**Run 1: met1 routing**

The bar under the picture is 20 um long. Supply wires on this layer in grey.
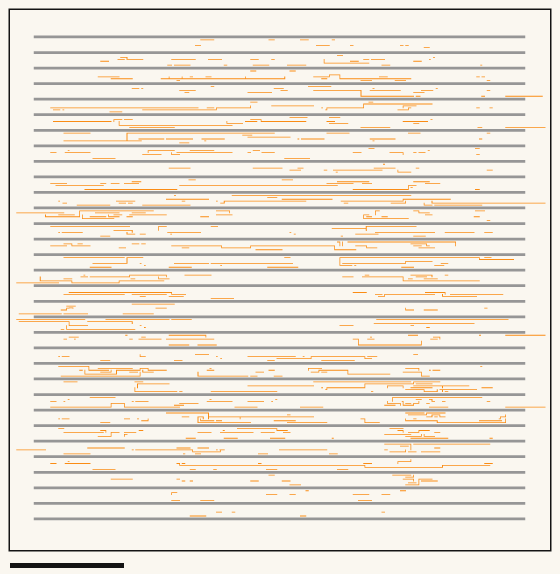
**Run 1: clock distribution**

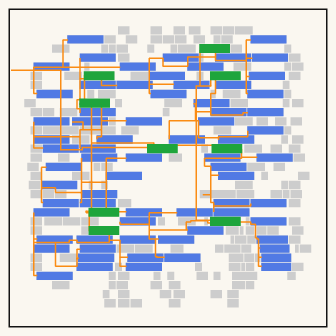
**Run 1: the metal 3 layer**

Cells faint in the background.
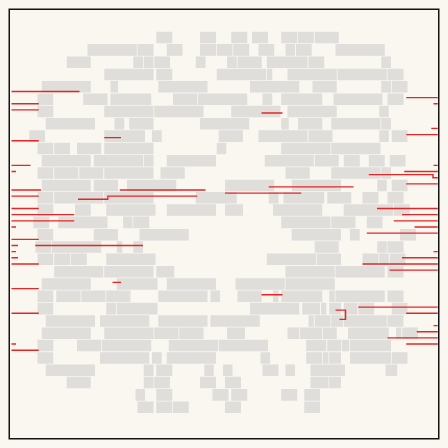
$ cat src/rtl/pipe_stage_reg.sv
// pipe_stage_reg: parametrised pipeline stage register with valid/ready
// handshaking, a 2-entry skid buffer and a synchronous bubble-inserting flush.
//
// Handshake: an entry moves across a port on a posedge where both valid and
// ready are high (in_fire = in_valid & in_ready, out_fire = out_valid &
// out_ready). valid, once raised, holds its data until the transfer fires.
// in_ready and out_valid come straight from flops, so neither depends
// combinationally on the opposite side of the stage.
module pipe_stage_reg #(
    parameter int                  INSTR_W   = 14,
    parameter int                  CTRL_W    = 19,
    parameter logic [INSTR_W-1:0]  NOP_INSTR = '0,
    parameter logic [CTRL_W-1:0]   NOP_CTRL  = '0
) (
    input  logic               clk,
    input  logic               rst,
    input  logic               flush,
    input  logic               in_valid,
    output logic               in_ready,
    input  logic [INSTR_W-1:0] instr_in,
    input  logic [CTRL_W-1:0]  ctrl_in,
    output logic               out_valid,
    input  logic               out_ready,
    output logic [INSTR_W-1:0] instr_out,
    output logic [CTRL_W-1:0]  ctrl_out,
    output logic [1:0]         occupancy
);

    // Encoding equals the number of held entries, so the state doubles as
    // the occupancy output and the FSM is visible to checkers directly.
    typedef enum logic [1:0] {
        EMPTY = 2'd0,
        ONE   = 2'd1,
        TWO   = 2'd2
    } state_t;

    state_t state;
    state_t next_state;

    logic in_ready_q;
    logic out_valid_q;

    logic in_fire;
    logic out_fire;

    logic load_main_in;
    logic load_main_skid;
    logic load_skid;

    // Entry storage; deliberately not reset, validity lives in the state.
    logic [INSTR_W-1:0] main_instr;
    logic [CTRL_W-1:0]  main_ctrl;
    logic [INSTR_W-1:0] skid_instr;
    logic [CTRL_W-1:0]  skid_ctrl;

    assign in_fire  = in_valid & in_ready_q;
    assign out_fire = out_valid_q & out_ready;

    // Next-state and data-steering decode; flush overrides every transition.
    always_comb begin
        next_state     = state;
        load_main_in   = 1'b0;
        load_main_skid = 1'b0;
        load_skid      = 1'b0;
        if (flush) begin
            // An entry accepted this cycle is dropped; an out_fire already
            // happened downstream, so nothing here needs to undo it.
            next_state = EMPTY;
        end else begin
            case (state)
                EMPTY: begin
                    if (in_fire) begin
                        load_main_in = 1'b1;
                        next_state   = ONE;
                    end
                end
                ONE: begin
                    if (in_fire && out_fire) begin
                        load_main_in = 1'b1;
                    end else if (in_fire) begin
                        load_skid  = 1'b1;
                        next_state = TWO;
                    end else if (out_fire) begin
                        next_state = EMPTY;
                    end
                end
                TWO: begin
                    // in_ready is low here, so only the output side can move.
                    if (out_fire) begin
                        load_main_skid = 1'b1;
                        next_state     = ONE;
                    end
                end
                default: next_state = EMPTY;
            endcase
        end
    end

    // State plus the registered handshake flags derived from the next state.
    always_ff @(posedge clk or posedge rst) begin
        if (rst) begin
            state       <= EMPTY;
            in_ready_q  <= 1'b1;
            out_valid_q <= 1'b0;
        end else begin
            state       <= next_state;
            in_ready_q  <= (next_state != TWO);
            out_valid_q <= (next_state != EMPTY);
        end
    end

    // Entry data movement: input to main or skid, skid forward into main.
    always_ff @(posedge clk) begin
        if (load_main_in) begin
            main_instr <= instr_in;
            main_ctrl  <= ctrl_in;
        end else if (load_main_skid) begin
            main_instr <= skid_instr;
            main_ctrl  <= skid_ctrl;
        end
        if (load_skid) begin
            skid_instr <= instr_in;
            skid_ctrl  <= ctrl_in;
        end
    end

    assign in_ready  = in_ready_q;
    assign out_valid = out_valid_q;
    assign occupancy = state;

    // Bubbles present NOP values so stale entry data never leaks downstream.
    assign instr_out = out_valid_q ? main_instr : NOP_INSTR;
    assign ctrl_out  = out_valid_q ? main_ctrl  : NOP_CTRL;

endmodule

$ cat config.mk
export PLATFORM = sky130hd
export DESIGN_NAME = pipe_stage_reg
export DESIGN_NICKNAME = d
export VERILOG_FILES = /design/src/rtl/pipe_stage_reg.sv
export SDC_FILE = /design/constraint.sdc
export NUM_CORES = 1
export LEC_CHECK = 0
export CORE_MARGIN = 4
export CORE_UTILIZATION = 40
export CTS_BUF_LIST = sky130_fd_sc_hd__clkbuf_16
export DETAILED_ROUTE_END_ITERATION = 8
export GPL_ROUTABILITY_DRIVEN = 1
export GPL_TIMING_DRIVEN = 1
export PLACE_DENSITY = 0.7
export SLEW_MARGIN = 25
export SYNTH_ARGS = -nofsm -noshare
export SYNTH_HDL_FRONTEND = slang
export SYNTH_SLANG_ARGS = --single-unit
$ cat constraint.sdc
create_clock -name clk -period 3.9 [get_ports clk]
set_input_delay 1.17 -clock clk [delete_from_list [all_inputs] [get_ports clk]]
set_output_delay 1.17 -clock clk [all_outputs]
set_load 0.05 [all_outputs]
==> changes_impl.md, run 1 <==
### Implementation results

- Tot GR Track Use: 0.120
- Cells after Synth: ~160
- Antenna cell count: 0
- Detailed Route Iter0 Violations: 32
- Clock Power Share: 0.397
- Status: finished, final reports clean
- Worst Hold Path EP: main_instr[1]
- TritonCTS buffer count: 9
- Vias in the first global route: 1,685
- Final setup fails: 0
- Post-Synthesis Cell Area: 0.00299 mm2
- DR pass1 iterations: 4
- Area Overhead vs Synth: 38.1%
- Slowest-stage cell, CP: clkdlybuf4s50_1
- Net Sw Frac: 0.237
- Yosys reg bits: 70
- Tightest Pin Transition: about 0.63 ns
- Total number of vias: 1,627
- Chip Area, Yosys: 0.00299 mm2
- RR Startpoint: out_valid
- Yosys cell types: 25
- CP required: about 2.7 ns
- Max-slew headroom: 0.580
- Buffers added on ports: 74
- # fillers: 575
- Syn avg cell area: 18.5 um2
- Max Cap Viol: 0
- Reg-to-Reg End: main_ctrl[1]
- Root buffer cell: clkbuf_16
- Avg WL per Cell: 14.9 um
- Final instance area: 0.00413 mm2
- Die H: 94.5 um
- Critical path type: reg2out
- Net Switching: between 0.4 and 0.5 mW
- Commonest Layout Cell: clkdlybuf4s50_1
- FF-to-FF path depth: 5
- Pint: approximately 1.6 mW
- Hold Slack: 0.544 ns
- CP startpoint kind: register
- Routed vias/inst: 4.69
- LEAKAGE: between 1.5 and 2 nW
- CTS Sinks: 70
- Data arrival time of the worst path: 1.98 ns
- Hpwl dp: 3.38 mm
- Clock slew seen by the registers of the worst setup and hold paths: 0.05 ns
- R2r setup slk: 1.71 ns
- Sequential share of power: 0.429
- Final-stage net count: 281
- Largest net degree at the start of global routing: 37
- Register share after synthesis: 0.696
- IO Count: 75
- Initial antenna violation count: 0
- Layout cells sized above 1: 0.234
- RSZ-0062 raised after global routing: no
- Final WL: 5.16 mm
- Pins over their slew limit: 0
- Crit share post-route: 0.807
- Resized cells post-CTS: 0
- Peak supply drop: around 240 uV
- Crit-path max cell delay: 0.81 ns
- DRC: 0
- Critical path endpoint category: primary output
- Detail Route Antenna Nets: 0
- Fmax: about 320 MHz
- Skew-Pair Late Insertion Delay: 0.32 ns
- Worst Path Max Fanout: 36
About 'met1 routing':
The wires run mostly horizontal. The layer carries 2,160 um of wire. The longest straight run is 32.4 um.

About 'clock distribution':
Key: flip-flops = blue [count 70]; clock wires = orange [length 817 um]; clock-net drivers = green [count 9]
There are 10 routed clock nets. Position of the flops: widely spread.

About 'the metal 3 layer':
The wires run mostly horizontal. The layer holds 8.0% of the routed length. 48 nets have wire on it. The longest straight run is 23.5 um.

==> run 1: layer usage <==
layer | vias up | track usage | share of wire
met2 | 59 | 0.196 | 0.48
met3 | 8 | 0.0319 | 0.080
met4 | 0 | 0.0613 | 0.018
met5 | - | 0 | 0
li1 | 764 | - | -
met1 | 796 | 0.145 | 0.42
==> run 1: worst max path at each step <==
stage                     slack, ns      start  cells after the start            to
final                          0.75  out_valid                      3  ctrl_out[10]
after global routing           0.64  out_valid                      3   ctrl_out[8]
after CTS                      0.71  out_valid                      3  ctrl_out[10]
after detailed placement       0.65      flush                      4  main_ctrl[0]
after global placement         0.70      flush                      4  main_ctrl[0]
after floorplan                0.44   in_valid                      3  main_ctrl[0]
==> run 1: metrics by stage <==
stage	setup slack [ns]	instances	power (mW)	utilization
global route	0.636	347	2.15	0.569
global placement	0.704	331	1.26	0.527
finish	0.753	347	2.07	0.569
detailed placement	0.653	331	1.27	0.527
floorplan	0.442	162	1.14	-
CTS	0.707	347	2.09	0.569
==> run 1: synthesized netlist by cell type <==
library cell / number / share of area
a211oi_1: 1 / 0.0025
a21bo_2: 1 / 0.0033
a21boi_0: 1 / 0.0025
a22o_1: 1 / 0.0029
and2_1: 33 / 0.069
and3b_2: 1 / 0.0033
and4bb_2: 1 / 0.0042
buf_12: 3 / 0.020
clkbuf_1: 3 / 0.0038
clkbuf_2: 1 / 0.0017
dfrtp_1: 3 / 0.025
dfstp_2: 1 / 0.0088
edfxtp_1: 66 / 0.66
inv_1: 1 / 0.0013
mux2_2: 4 / 0.015
mux2_4: 30 / 0.15
nand2_1: 3 / 0.0038
nand2_4: 1 / 0.0038
nor2_1: 1 / 0.0013
nor2b_1: 1 / 0.0021
nor4b_1: 1 / 0.0029
o21ai_0: 1 / 0.0017
o31ai_1: 1 / 0.0025
or3b_2: 1 / 0.0029
or4_1: 1 / 0.0025
==> run 1: registers in the layout (all words and copies together), names as in the netlist <==
| signal | count |
|---|---|
| in_ready | 1 |
| skid_instr | 14 |
| skid_ctrl | 19 |
| occupancy | 2 |
| main_instr | 14 |
| main_ctrl | 19 |
| out_valid | 1 |
==> run 1: logic make-up after synthesis <==
family	Yosys count	synth area share
AND/OR/NAND/NOR	44	0.0958
buffers and inverters	8	0.0268
flip-flops	70	0.696
AND-OR/OR-AND	6	0.0155
multiplexers	34	0.166
==> run 1: worst max-delay path: cells and delay by family, from the launching register on <==
family	cells	cell delay (ns)
flops	1	0.34
simple gates	1	0.20
buf+inv	2	1.10
==> run 1: cell type report <==
| class | count | area, um2 | share of cell area |
|---|---|---|---|
| Clock buffer | 9 | 225 | 0.0545 |
| Clock inverter | 7 | 81.3 | 0.0197 |
| Inverter | 1 | 3.75 | 0.000909 |
| Multi-Input combinational cell | 84 | 850 | 0.206 |
| Sequential cell | 70 | 2080 | 0.504 |
| Tap cell | 99 | 124 | 0.0300 |
| Timing Repair Buffer | 77 | 763 | 0.185 |
==> run 1: power groups by stage <==
stage,Combinational [mW],Sequential (mW),Clock [mW]
2_1_floorplan,0.226,0.916,0
3_3_place_gp,0.357,0.903,0
3_5_place_dp,0.364,0.904,0
4_1_cts,0.365,0.889,0.840
5_1_grt,0.380,0.893,0.872
6_report,0.359,0.889,0.823
**Run 1: metal 2**

The bar under the picture is 20 um long.
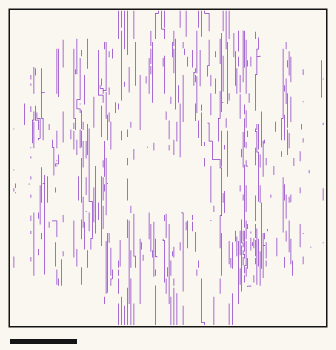

==> run 1 -> run 2 <==
--- a/config.mk
+++ b/config.mk
@@ -11,7 +11,7 @@
 export DETAILED_ROUTE_END_ITERATION = 8
 export GPL_ROUTABILITY_DRIVEN = 1
 export GPL_TIMING_DRIVEN = 1
-export PLACE_DENSITY = 0.7
+export PLACE_DENSITY = 0.67
 export SLEW_MARGIN = 25
 export SYNTH_ARGS = -nofsm -noshare
 export SYNTH_HDL_FRONTEND = slang
==> constraint.sdc (replaced) <==
create_clock -name clk -period 3.1 [get_ports clk]
set_input_delay 0.93 -clock clk [delete_from_list [all_inputs] [get_ports clk]]
set_output_delay 0.93 -clock clk [all_outputs]
set_load 0.05 [all_outputs]
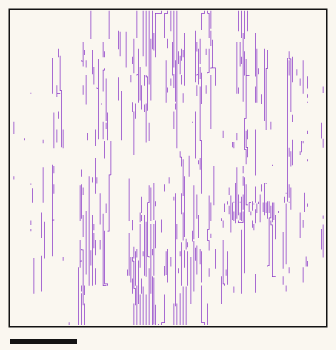
**Above:** run 2 (metal 2).
The bar under the picture is 20 um long.
The layer carries 2,600 um of wire. 250 nets have wire on it. The wires run mostly vertical. The longest straight run is 42.8 um.
GR Layer Usage met2: 0.205
final WL: 5.10 mm
total number of vias: 1,589

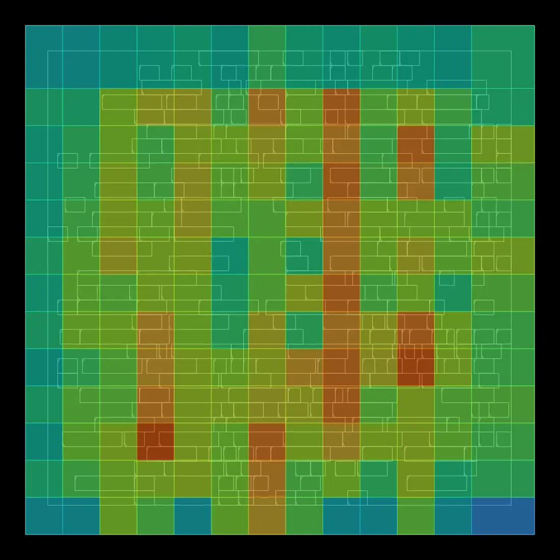
**Above:** run 2 (routing congestion map).
global route hottest layer: met2
global routing usage on met1: 0.134
fin util: 0.574
Avg WL per Cell: 14.6 um
met3 Use GR: 0.0287

==> run 2 against run 1 <==
Net effect: wire length decreased by 1.2%; sequential power increased by 26%; count of clock-buffer cells in the layout unchanged; synthesized cell count unchanged; combinational power increased by 25%; clock skew decreased by 0.00085 ns; setup slack got worse by 0.25 ns; critical path type unchanged.
==> changes_impl.md, run 2 <==
### Implementation results

- Largest regs: main_ctrl: 19 flops, skid_ctrl: 19 flops
- Biggest area cells: edfxtp_1 66%, mux2_4 15%, and2_1 6.9%
- Top FF cell, synth: edfxtp_1
- Pins over their slew limit: 0
- Skew-Pair Late Insertion Delay: 0.32 ns
- CP startpoint kind: register
- Largest area contributor in the netlist: edfxtp_1
- Yosys reg bits: 70
- Tmin final: approximately 2.6 ns
- Initial antenna violation count: 0
- # fillers: 575
- Worst Path Max Fanout: 3
- LEAKAGE: between 1.5 and 2 nW
- Post-Place Cells: 333
- Die width: 94.5 um
- Layout cells sized above 1: 0.380
- Yosys cell types: 25
- Hold Crit Depth: 1
- Crit-path max cell delay: 0.80 ns
- GR Overflow Total: 0
- Critical-path cell list: clkdlybuf4s50_1
- Crit share post-route: 0.839
- Syn avg cell area: 18.5 um2
- Critical path type: reg2out
- Pre-CTS setup slack: 0.349 ns
- Top-count cell post-synth: edfxtp_1
- DR pass1 iterations: 5
- Net Sw Frac: 0.228
- Resized cells post-CTS: 0
- RSZ-0062 raised after global routing: no
- DRC: 0
- Pint: 2.16 mW
- Status: finished, final reports clean
- FF-to-FF path depth: 5
- TritonCTS buffer count: 9
- Critical path's top delay family: buffers and inverters
- Post-Synthesis Cell Area: between 0.002 and 0.003 mm2
- Fmax: 384 MHz
- CTS Sinks: about 70
- Commonest Layout Cell: edfxtp_1
- Critical path endpoint category: primary output
- Final-stage net count: 283
- Max Cap Viol: 0
- Tot GR Track Use: 0.121
- Cells after Synth: around 160
- Routed vias/inst: ~4.6
- Worst Hold Path EP: main_ctrl[7]
- Synth Net Count: roughly 200
- Final worst slack: between 0.4 and 0.5 ns
- Data arrival time of the worst path: around 1.7 ns
- Vias in the first global route: 1,645
- Final setup fails: 0
- Reg-to-Reg End: main_ctrl[4]
- CP bufs+invs: 1
- H-tree level count: 3
- Area Overhead vs Synth: 39.2%
- Total tool warning count: 26
- Hpwl dp: 3.61 mm
- Root buffer cell: clkbuf_16
- CP required: 2.17 ns
- Non-filler cells, final: 349
- Clock slew seen by the registers of the worst setup and hold paths: 0.06 ns
- EDFF count, synth: 66
- Top cells excl fill/tap: 66 x edfxtp_1, 40 x clkdlybuf4s50_1, 35 x buf_4
- # rows: 31
- RR Startpoint: out_valid
- Antenna cell count: 0
- Max-slew headroom: 0.668
- Peak supply drop: 290 uV
- Detail Route Antenna Nets: 0
- Slowest-stage cell, CP: clkdlybuf4s50_1
- Logic cell area: 850 um2
- Clock Power Share: 0.437
- Synth top area share: 0.662
- Net Switching: 0.635 mW
- Async S/R FF share, synth: 0.0571
- Buffers added on ports: 74
- IO Count: 75
- R2r setup slk: 0.94 ns
- Chip Area, Yosys: 0.00299 mm2
- Clock buffer depth: 2
- Sequential share of power: 0.402
- Top cells by count: 66 x edfxtp_1, 33 x and2_1, 30 x mux2_4
- Largest net degree at the start of global routing: 34
- Tightest Pin Transition: 0.497 ns
- Die H: roughly 94 um
- Register share after synthesis: 0.696
- Detailed Route Iter0 Violations: 56
- Post-CTS setup buffer count: 0
- Hold Slack: 0.542 ns
- Sequential cell area: approximately 0.0021 mm2
run 2: cell families (layout without fill, tap and decap cells):
| family | Yosys count | in the layout | share of synthesized area |
|---|---|---|---|
| flops | 70 | 70 | 0.696 |
| compound gates | 6 | 6 | 0.0155 |
| mux | 34 | 34 | 0.166 |
| simple gates | 44 | 44 | 0.0958 |
| buf+inv | 8 | 96 | 0.0268 |
run 2: layer usage:
metal / global-route usage / routed length [um]
met4: 0.0829 / 119
met1: 0.134 / 2060
met3: 0.0287 / 316
met2: 0.205 / 2600
met5: 0 / 0
run 2: layout make-up:
| class | instances | share of cell area |
|---|---|---|
| inverters | 1 | 0.000901 |
| well taps | 99 | 0.0297 |
| repair buffers | 79 | 0.178 |
| flip-flops and latches | 70 | 0.500 |
| clock buffers | 9 | 0.0541 |
| clock inverters | 7 | 0.0327 |
| multi-input cells | 84 | 0.204 |
run 2: how the worst max path moves through the flow:
stage,slack [ns],cells past startpoint,start,end
6_report,0.50,1,in_ready,in_ready
5_1_grt,0.46,1,occupancy[0],occupancy[0]
4_1_cts,0.48,1,in_ready,in_ready
3_5_place_dp,0.35,4,flush,main_ctrl[3]
3_3_place_gp,0.38,5,out_ready,main_ctrl[15]
2_1_floorplan,0.50,3,in_valid,main_ctrl[0]
run 2: metrics by stage:
step           area, um2  total power [mW]
4_1_cts             4170              2.83
3_3_place_gp        3800              1.59
5_1_grt             4170              2.89
3_5_place_dp        3800              1.60
2_1_floorplan       3010              1.44
6_report            4170              2.79
run 2: power by group through the flow:
stage / sequential [mW] / combinational, mW / clock [mW]
2_1_floorplan: 1.15 / 0.287 / 0
3_3_place_gp: 1.14 / 0.452 / 0
3_5_place_dp: 1.14 / 0.456 / 0
4_1_cts: 1.12 / 0.457 / 1.25
5_1_grt: 1.13 / 0.474 / 1.28
6_report: 1.12 / 0.449 / 1.22
Power is estimated from default activity; no workload was simulated.
